The metal 3 layer:
(3 px per µm) Cells faint in the background.
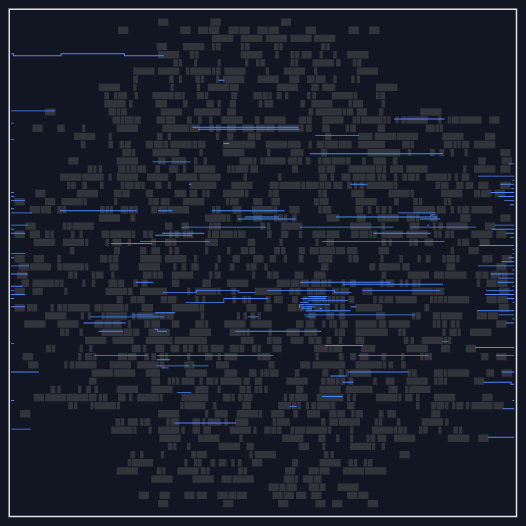
Routing congestion:
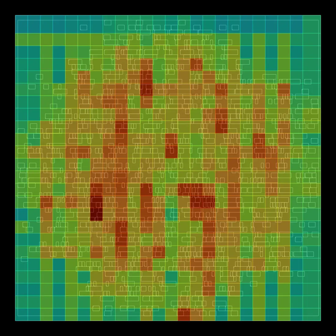
The metal 1 layer:
(3 px per µm) Supply wires on this layer in gray. Cells faint in the background.
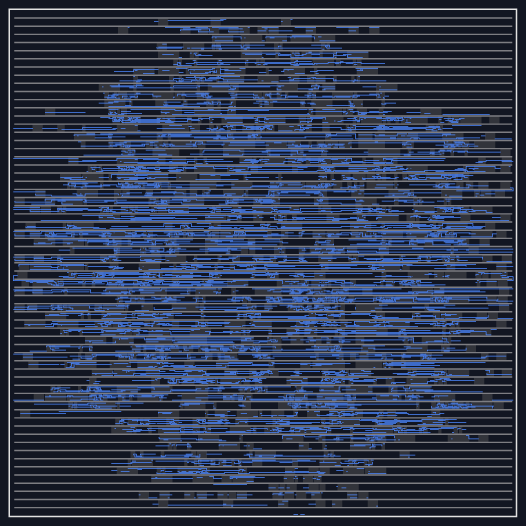
The metal 4 layer:
(2 px per µm) Supply wires on this layer in gray. Cells faint in the background.
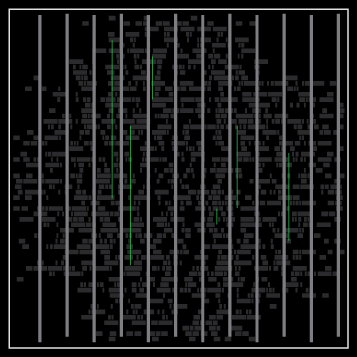
Signal wires on met2:
(3 px per µm)
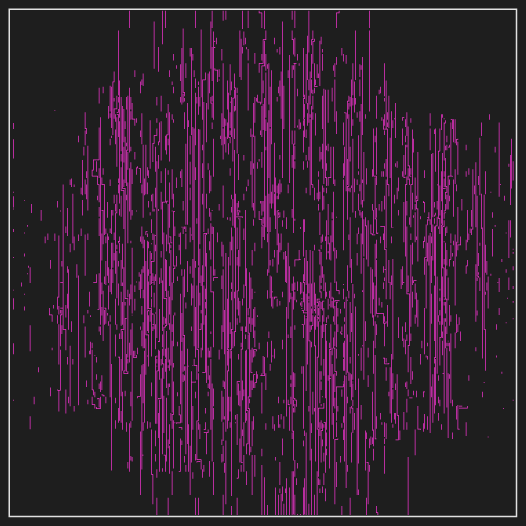
--- config.mk ---
export PLATFORM = sky130hd
export DESIGN_NAME = vga_timing_regfile
export DESIGN_NICKNAME = d
export VERILOG_FILES = /design/src/rtl/vga_timing_regfile.sv
export SDC_FILE = /design/constraint.sdc
export NUM_CORES = 1
export LEC_CHECK = 0
export CORE_UTILIZATION = 30
export CTS_CLUSTER_SIZE = 12
export DETAILED_ROUTE_END_ITERATION = 8
export PLACE_DENSITY = 0.49
export SYNTH_ARGS = -nofsm -noshare
export SYNTH_HDL_FRONTEND = slang
export SYNTH_SLANG_ARGS = --single-unit
--- constraint.sdc ---
create_clock -name Clk -period 5.24 [get_ports Clk]
set_input_delay 1.048 -clock Clk [delete_from_list [all_inputs] [get_ports Clk]]
set_output_delay 1.048 -clock Clk [all_outputs]
set_load 0.1 [all_outputs]
--- src/rtl/vga_timing_regfile.sv ---
// VGA timing register bank: three 60 Hz presets plus a custom mode, committed to the active set at a frame boundary.
// Latency: with a commit pending, Load_config pulses the cycle after Frame_end and the outputs change one cycle after that.
// Backpressure: Rdy is low while a commit is pending or loading; writes inside the window then pulse Err and are dropped.
module vga_timing_regfile #(
    parameter int CONFIG_WIDTH = 16,
    parameter int CNT_W = 11,
    parameter int PULSE_W = 8,
    parameter int MARGIN_W = 8,
    parameter logic [CONFIG_WIDTH-1:0] ADDR_BASE = 'h10,
    parameter bit SYNC_ON_FRAME = 1'b1
) (
    input  logic                    Clk,
    input  logic                    Rst,
    input  logic                    Valid,
    input  logic [CONFIG_WIDTH-1:0] Addr,
    input  logic [CONFIG_WIDTH-1:0] Data,
    input  logic                    Frame_end,
    output logic                    Rdy,
    output logic                    Err,
    output logic                    Load_config,
    output logic [1:0]              Mode,
    output logic [CNT_W-1:0]        H_count_max,
    output logic [CNT_W-1:0]        V_count_max,
    output logic [PULSE_W-1:0]      H_sync_pulse,
    output logic [PULSE_W-1:0]      V_sync_pulse,
    output logic [MARGIN_W-1:0]     H_left_margin,
    output logic [MARGIN_W-1:0]     H_right_margin,
    output logic [MARGIN_W-1:0]     V_left_margin,
    output logic [MARGIN_W-1:0]     V_right_margin
);

    typedef struct packed {
        logic [CNT_W-1:0]    hmax;
        logic [CNT_W-1:0]    vmax;
        logic [PULSE_W-1:0]  hs;
        logic [PULSE_W-1:0]  vs;
        logic [MARGIN_W-1:0] hl;
        logic [MARGIN_W-1:0] hr;
        logic [MARGIN_W-1:0] vl;
        logic [MARGIN_W-1:0] vr;
    } timing_t;

    typedef enum logic [1:0] {IDLE, PEND, LOAD} state_t;

    localparam logic [1:0] MODE_CUSTOM = 2'd3;

    function automatic timing_t preset(input logic [1:0] m);
        timing_t t;
        case (m)
            2'd1: t = '{hmax: CNT_W'(1055), vmax: CNT_W'(627), hs: PULSE_W'(128), vs: PULSE_W'(4),
                        hl: MARGIN_W'(88), hr: MARGIN_W'(40), vl: MARGIN_W'(23), vr: MARGIN_W'(1)};
            2'd2: t = '{hmax: CNT_W'(1343), vmax: CNT_W'(805), hs: PULSE_W'(136), vs: PULSE_W'(6),
                        hl: MARGIN_W'(160), hr: MARGIN_W'(24), vl: MARGIN_W'(29), vr: MARGIN_W'(3)};
            default: t = '{hmax: CNT_W'(799), vmax: CNT_W'(524), hs: PULSE_W'(96), vs: PULSE_W'(2),
                           hl: MARGIN_W'(48), hr: MARGIN_W'(16), vl: MARGIN_W'(33), vr: MARGIN_W'(10)};
        endcase
        return t;
    endfunction

    state_t                  state;
    timing_t                 act;
    timing_t                 stg;
    logic [1:0]              stg_mode;
    logic                    err_hold;
    logic [CONFIG_WIDTH-1:0] off;
    logic [3:0]              off4;
    logic                    in_win;
    logic [CNT_W+1:0]        h_sum;
    logic [CNT_W+1:0]        v_sum;
    logic                    cfg_ok;
    logic                    leave_pend;

    // Addresses below the base wrap to large offsets, so one compare bounds the window.
    assign off    = Addr - ADDR_BASE;
    assign off4   = off[3:0];
    assign in_win = off < CONFIG_WIDTH'(10);

    // Porch + sync must fit inside the line/frame total; only custom settings can violate this.
    assign h_sum  = (CNT_W+2)'(stg.hs) + (CNT_W+2)'(stg.hl) + (CNT_W+2)'(stg.hr);
    assign v_sum  = (CNT_W+2)'(stg.vs) + (CNT_W+2)'(stg.vl) + (CNT_W+2)'(stg.vr);
    assign cfg_ok = (stg_mode != MODE_CUSTOM) ||
                    ((h_sum < (CNT_W+2)'(stg.hmax)) && (v_sum < (CNT_W+2)'(stg.vmax)));
    assign leave_pend = SYNC_ON_FRAME ? Frame_end : 1'b1;

    assign H_count_max    = act.hmax;
    assign V_count_max    = act.vmax;
    assign H_sync_pulse   = act.hs;
    assign V_sync_pulse   = act.vs;
    assign H_left_margin  = act.hl;
    assign H_right_margin = act.hr;
    assign V_left_margin  = act.vl;
    assign V_right_margin = act.vr;

    // Staging/commit FSM with registered Rdy, Err and Load_config pulses.
    always_ff @(posedge Clk) begin
        if (Rst) begin
            state       <= IDLE;
            Rdy         <= 1'b1;
            Err         <= 1'b0;
            err_hold    <= 1'b0;
            Load_config <= 1'b1;
            act         <= preset(2'd0);
            stg         <= preset(2'd0);
            Mode        <= 2'd0;
            stg_mode    <= 2'd0;
        end else begin
            Err         <= 1'b0;
            Load_config <= 1'b0;
            case (state)
                IDLE: begin
                    if (Valid && in_win) begin
                        case (off4)
                            4'd0: begin
                                if (Data < CONFIG_WIDTH'(3)) begin
                                    stg      <= preset(Data[1:0]);
                                    stg_mode <= Data[1:0];
                                    state    <= PEND;
                                    Rdy      <= 1'b0;
                                end else if (Data == CONFIG_WIDTH'(3)) begin
                                    stg_mode <= MODE_CUSTOM;
                                    state    <= PEND;
                                    Rdy      <= 1'b0;
                                end else begin
                                    Err <= 1'b1;
                                end
                            end
                            4'd1: begin stg.hmax <= CNT_W'(Data);    stg_mode <= MODE_CUSTOM; end
                            4'd2: begin stg.vmax <= CNT_W'(Data);    stg_mode <= MODE_CUSTOM; end
                            4'd3: begin stg.hs   <= PULSE_W'(Data);  stg_mode <= MODE_CUSTOM; end
                            4'd4: begin stg.vs   <= PULSE_W'(Data);  stg_mode <= MODE_CUSTOM; end
                            4'd5: begin stg.hl   <= MARGIN_W'(Data); stg_mode <= MODE_CUSTOM; end
                            4'd6: begin stg.hr   <= MARGIN_W'(Data); stg_mode <= MODE_CUSTOM; end
                            4'd7: begin stg.vl   <= MARGIN_W'(Data); stg_mode <= MODE_CUSTOM; end
                            4'd8: begin stg.vr   <= MARGIN_W'(Data); stg_mode <= MODE_CUSTOM; end
                            4'd9: begin
                                state <= PEND;
                                Rdy   <= 1'b0;
                            end
                            default: ;
                        endcase
                    end
                end
                PEND: begin
                    if (leave_pend) begin
                        if (cfg_ok) begin
                            state       <= LOAD;
                            Load_config <= 1'b1;
                            // A write rejected now is reported after the load pulse, never alongside it.
                            err_hold    <= Valid && in_win;
                        end else begin
                            state    <= IDLE;
                            Rdy      <= 1'b1;
                            Err      <= 1'b1;
                            stg      <= act;
                            stg_mode <= Mode;
                        end
                    end else begin
                        Err <= Valid && in_win;
                    end
                end
                LOAD: begin
                    act      <= stg;
                    Mode     <= stg_mode;
                    state    <= IDLE;
                    Rdy      <= 1'b1;
                    Err      <= err_hold || (Valid && in_win);
                    err_hold <= 1'b0;
                end
                default: begin
                    state <= IDLE;
                    Rdy   <= 1'b1;
                end
            endcase
        end
    end

endmodule
==> flow_summary.yaml <==
# generated from flow reports
sta:
  layout_min_cycle_time_ns: 4.83
  fmax_mhz: 207
  slew_violations: 0
  fin_crit_sh_pct: 92.2
  setup_viol_count_final: 0
  slew_headroom_pct: 23.5
  max_slew.worst_pin.slew_ns: 1.14
  hold_viol_final: 0
  fin_tns_setup_ns: 0
yosys:
  ys.warnings.count: 0
  yosys.area_share.simple_pct: 23.1
  synthCells: 1057
  ys_sh_aoi_pct: 21.4
  ys.flops: 150
  synth_area_um2: 8330
  async_flop_share_pct: 0
  flop_cell: "dfxtp_1"
  ys_sh_xor_pct: 1.37
  ys_types: 63
  ys_sh_mux_pct: 1.71
  ys_seq_share_pct: 36.1
  logic_family: "simple AND/OR/NAND/NOR gates"
  syn-num-nets: 1148
  yosys_area_um2: 8330
  synth_adder_area_share_pct: 9.89
placed_design:
  gp_congestion: 0.902
  post_dp_cell_area_um2: 9800
  dp_cells: 1491
  port_buffers: 110
  dp_hpwl_mm: 20.5
finish:
  final_common_cell: "nand2_1"
  lay_top_cells: "nand2_1 (217), dfxtp_1 (150), clkdlybuf4s50_1 (109)"
  final_area_um2: 10500
  layout-drive-gt1-share_pct: 8.34
  fin_cells: 1523
  diodes: 0
  areaGrowthSynthToFinish_pct: 25.7
run:
  warning_count: 30
  timing.max_cap.violations: 0
die:
  die_x_um: 169
  dieArea_um2: 28400
  die_height_um: 169
  fp_util_pct: 30.7
  fp.coreArea_um2: 27100
  row_count: 60
cts:
  post_cts_buffers: 0
  clock_path_buffers: 2
  clk_pin_slew_ns: 0.06
  cts_tree: "yes"
  postCtsHoldBufs: 0
  cts-htree-levels: 4
  clock_latency_ns: 0.43
  root_buffer: "clkbuf_16"
routing:
  highest_layer: "met4"
  met1_length_mm: 14.7
  drt-pass1-iter-count: 5
  vias_per_cell: 5.05
  wire_per_inst_um: 19.0
  wl_met2_mm: 12.6
  drcViolationCount: 0
  dr_wl_met3_mm: 1.39
global_route:
  grt_max_degree: 78
  antenna_found_initial: 0
  grt_pass1_vias: 7404
  gr-total-overflow: 0
worst_setup_path:
  worstPathRequired_ns: 5.56
  slowest_delay_ns: 0.82
  arrival_ns: 5.15
  worstSetupStartpointType: "flop"
  worstPathMaxFanout: 18
  path_common_cell: "inv_1"
  critPathKind: "reg -> reg"
  cpMaxStageDelayCell: "a22o_1"
status:
  outcome: "complete, no violations"
power_and_ir_drop:
  power.leakage_nw: 4.17
  ir_drop_v: 0.000169
worst_hold_path:
  hold_class: "reg -> reg"
-- 'the metal 3 layer' (at the start) --
longest straight run: 44.2 µm
nets with wire on the layer: 113
share of all routed wire: 4.8%
wire length on this layer: 1390 µm
main direction: horizontal
vias: 7688
global routing usage on met3: 2.45%
routed wire length: 28.9 mm

-- 'routing congestion' (at the start) --
total track usage: 20.7%
met2 Resource Use GR: 31.3%

-- 'the metal 1 layer' (at the start) --
wire length on this layer: 14700 µm
nets with wire on the layer: 1133
share of all routed wire: 51%
main direction: horizontal
longest straight run: 76.8 µm
met1 usage: 30.7%

-- 'the metal 4 layer' (at the start) --
wire length on this layer: 261 µm
share of all routed wire: 0.90%
longest straight run: 78.9 µm
main direction: vertical

-- 'signal wires on met2' (at the start) --
main direction: vertical
longest straight run: 72.4 µm
share of all routed wire: 43%

==> logic make-up after synthesis <==
family	Yosys count
and+or+nand+nor	421
AOI/OAI and AO/OA	270
DFF	150
buffers and inverters	134
adders and majority gates	55
muxes	14
xor gates and xnor gates	13
==> synthesized netlist by cell type, drive strengths merged, types with 17 or more instances <==
master / n / area (µm²)
a21oi: 102 / 510
o211ai: 29 / 218
o21ai: 35 / 183
a31o: 29 / 254
nand2: 223 / 865
buf: 17 / 100
nand3: 18 / 90.1
inv: 57 / 214
dfxtp: 150 / 3000
and3: 19 / 119
ha: 37 / 463
fa: 18 / 360
clkbuf: 59 / 221
nor2: 80 / 303
==> report_power, final <==
group	total, mW	leakage [nW]	switching (mW)	internal, mW
sequential	1.14	1.21	0.00133	1.14
combinational	0.174	2.64	0.115	0.0585
clock	1.41	0.316	0.523	0.886
total	2.73	4.17	0.639	2.09
==> registers in the layout, indices dropped and copies added (netlist names), 2 cells and up <==
| signal | flops |
|---|---|
| H_sync_pulse | 8 |
| stg | 70 |
| state | 2 |
| H_right_margin | 8 |
| stg_mode | 2 |
| V_count_max | 11 |
| V_sync_pulse | 8 |
| H_left_margin | 8 |
| V_left_margin | 8 |
| V_right_margin | 8 |
| H_count_max | 11 |
| Mode | 2 |
==> path summary, 6_finish.rpt <==
kind | from | end | slack, ns | cells past startpoint
max | stg[17] | stg[19] | 0.41 | 21
min | stg[55] | V_count_max[7] | 0.46 | 2
max reg2reg | stg[17] | stg[19] | 0.41 | 21
min reg2reg | stg[55] | V_count_max[7] | 0.46 | 2
==> through the flow <==
stage / total power [mW] / utilization (%) / setup WS (ns)
after floorplan: 1.26 / - / 1.12
after global placement: 1.34 / 36.2 / 0.504
after detailed placement: 1.34 / 36.2 / 0.443
after CTS: 2.75 / 38.6 / 0.422
after global routing: 2.81 / 38.6 / 0.0589
final: 2.73 / 38.6 / 0.406
==> final cells by class <==
class	instances	area (µm²)
Clock inverter	11	195
Multi-Input combinational cell	773	4800
Clock buffer	21	470
Sequential cell	150	3000
Tap cell	372	465
Timing Repair Buffer	138	1310
Inverter	58	218
Fill cell	2817	16600
==> metal layers <==
layer	vias to the layer above	track usage (%)
li1	3826	-
met1	3647	30.7
met2	201	31.3
met3	14	2.45
met4	0	5.57
met5	-	0
==> worst max-delay path: cells and delay by family, from the launching register on <==
kind / cells / cell delay, ns
DFF: 1 / 0.37
adders and majority gates: 4 / 1.23
AOI/OAI and AO/OA: 7 / 1.68
and+or+nand+nor: 6 / 0.89
buffers and inverters: 3 / 0.19
muxes: 1 / 0.35
Power and IR drop assume default switching activity.
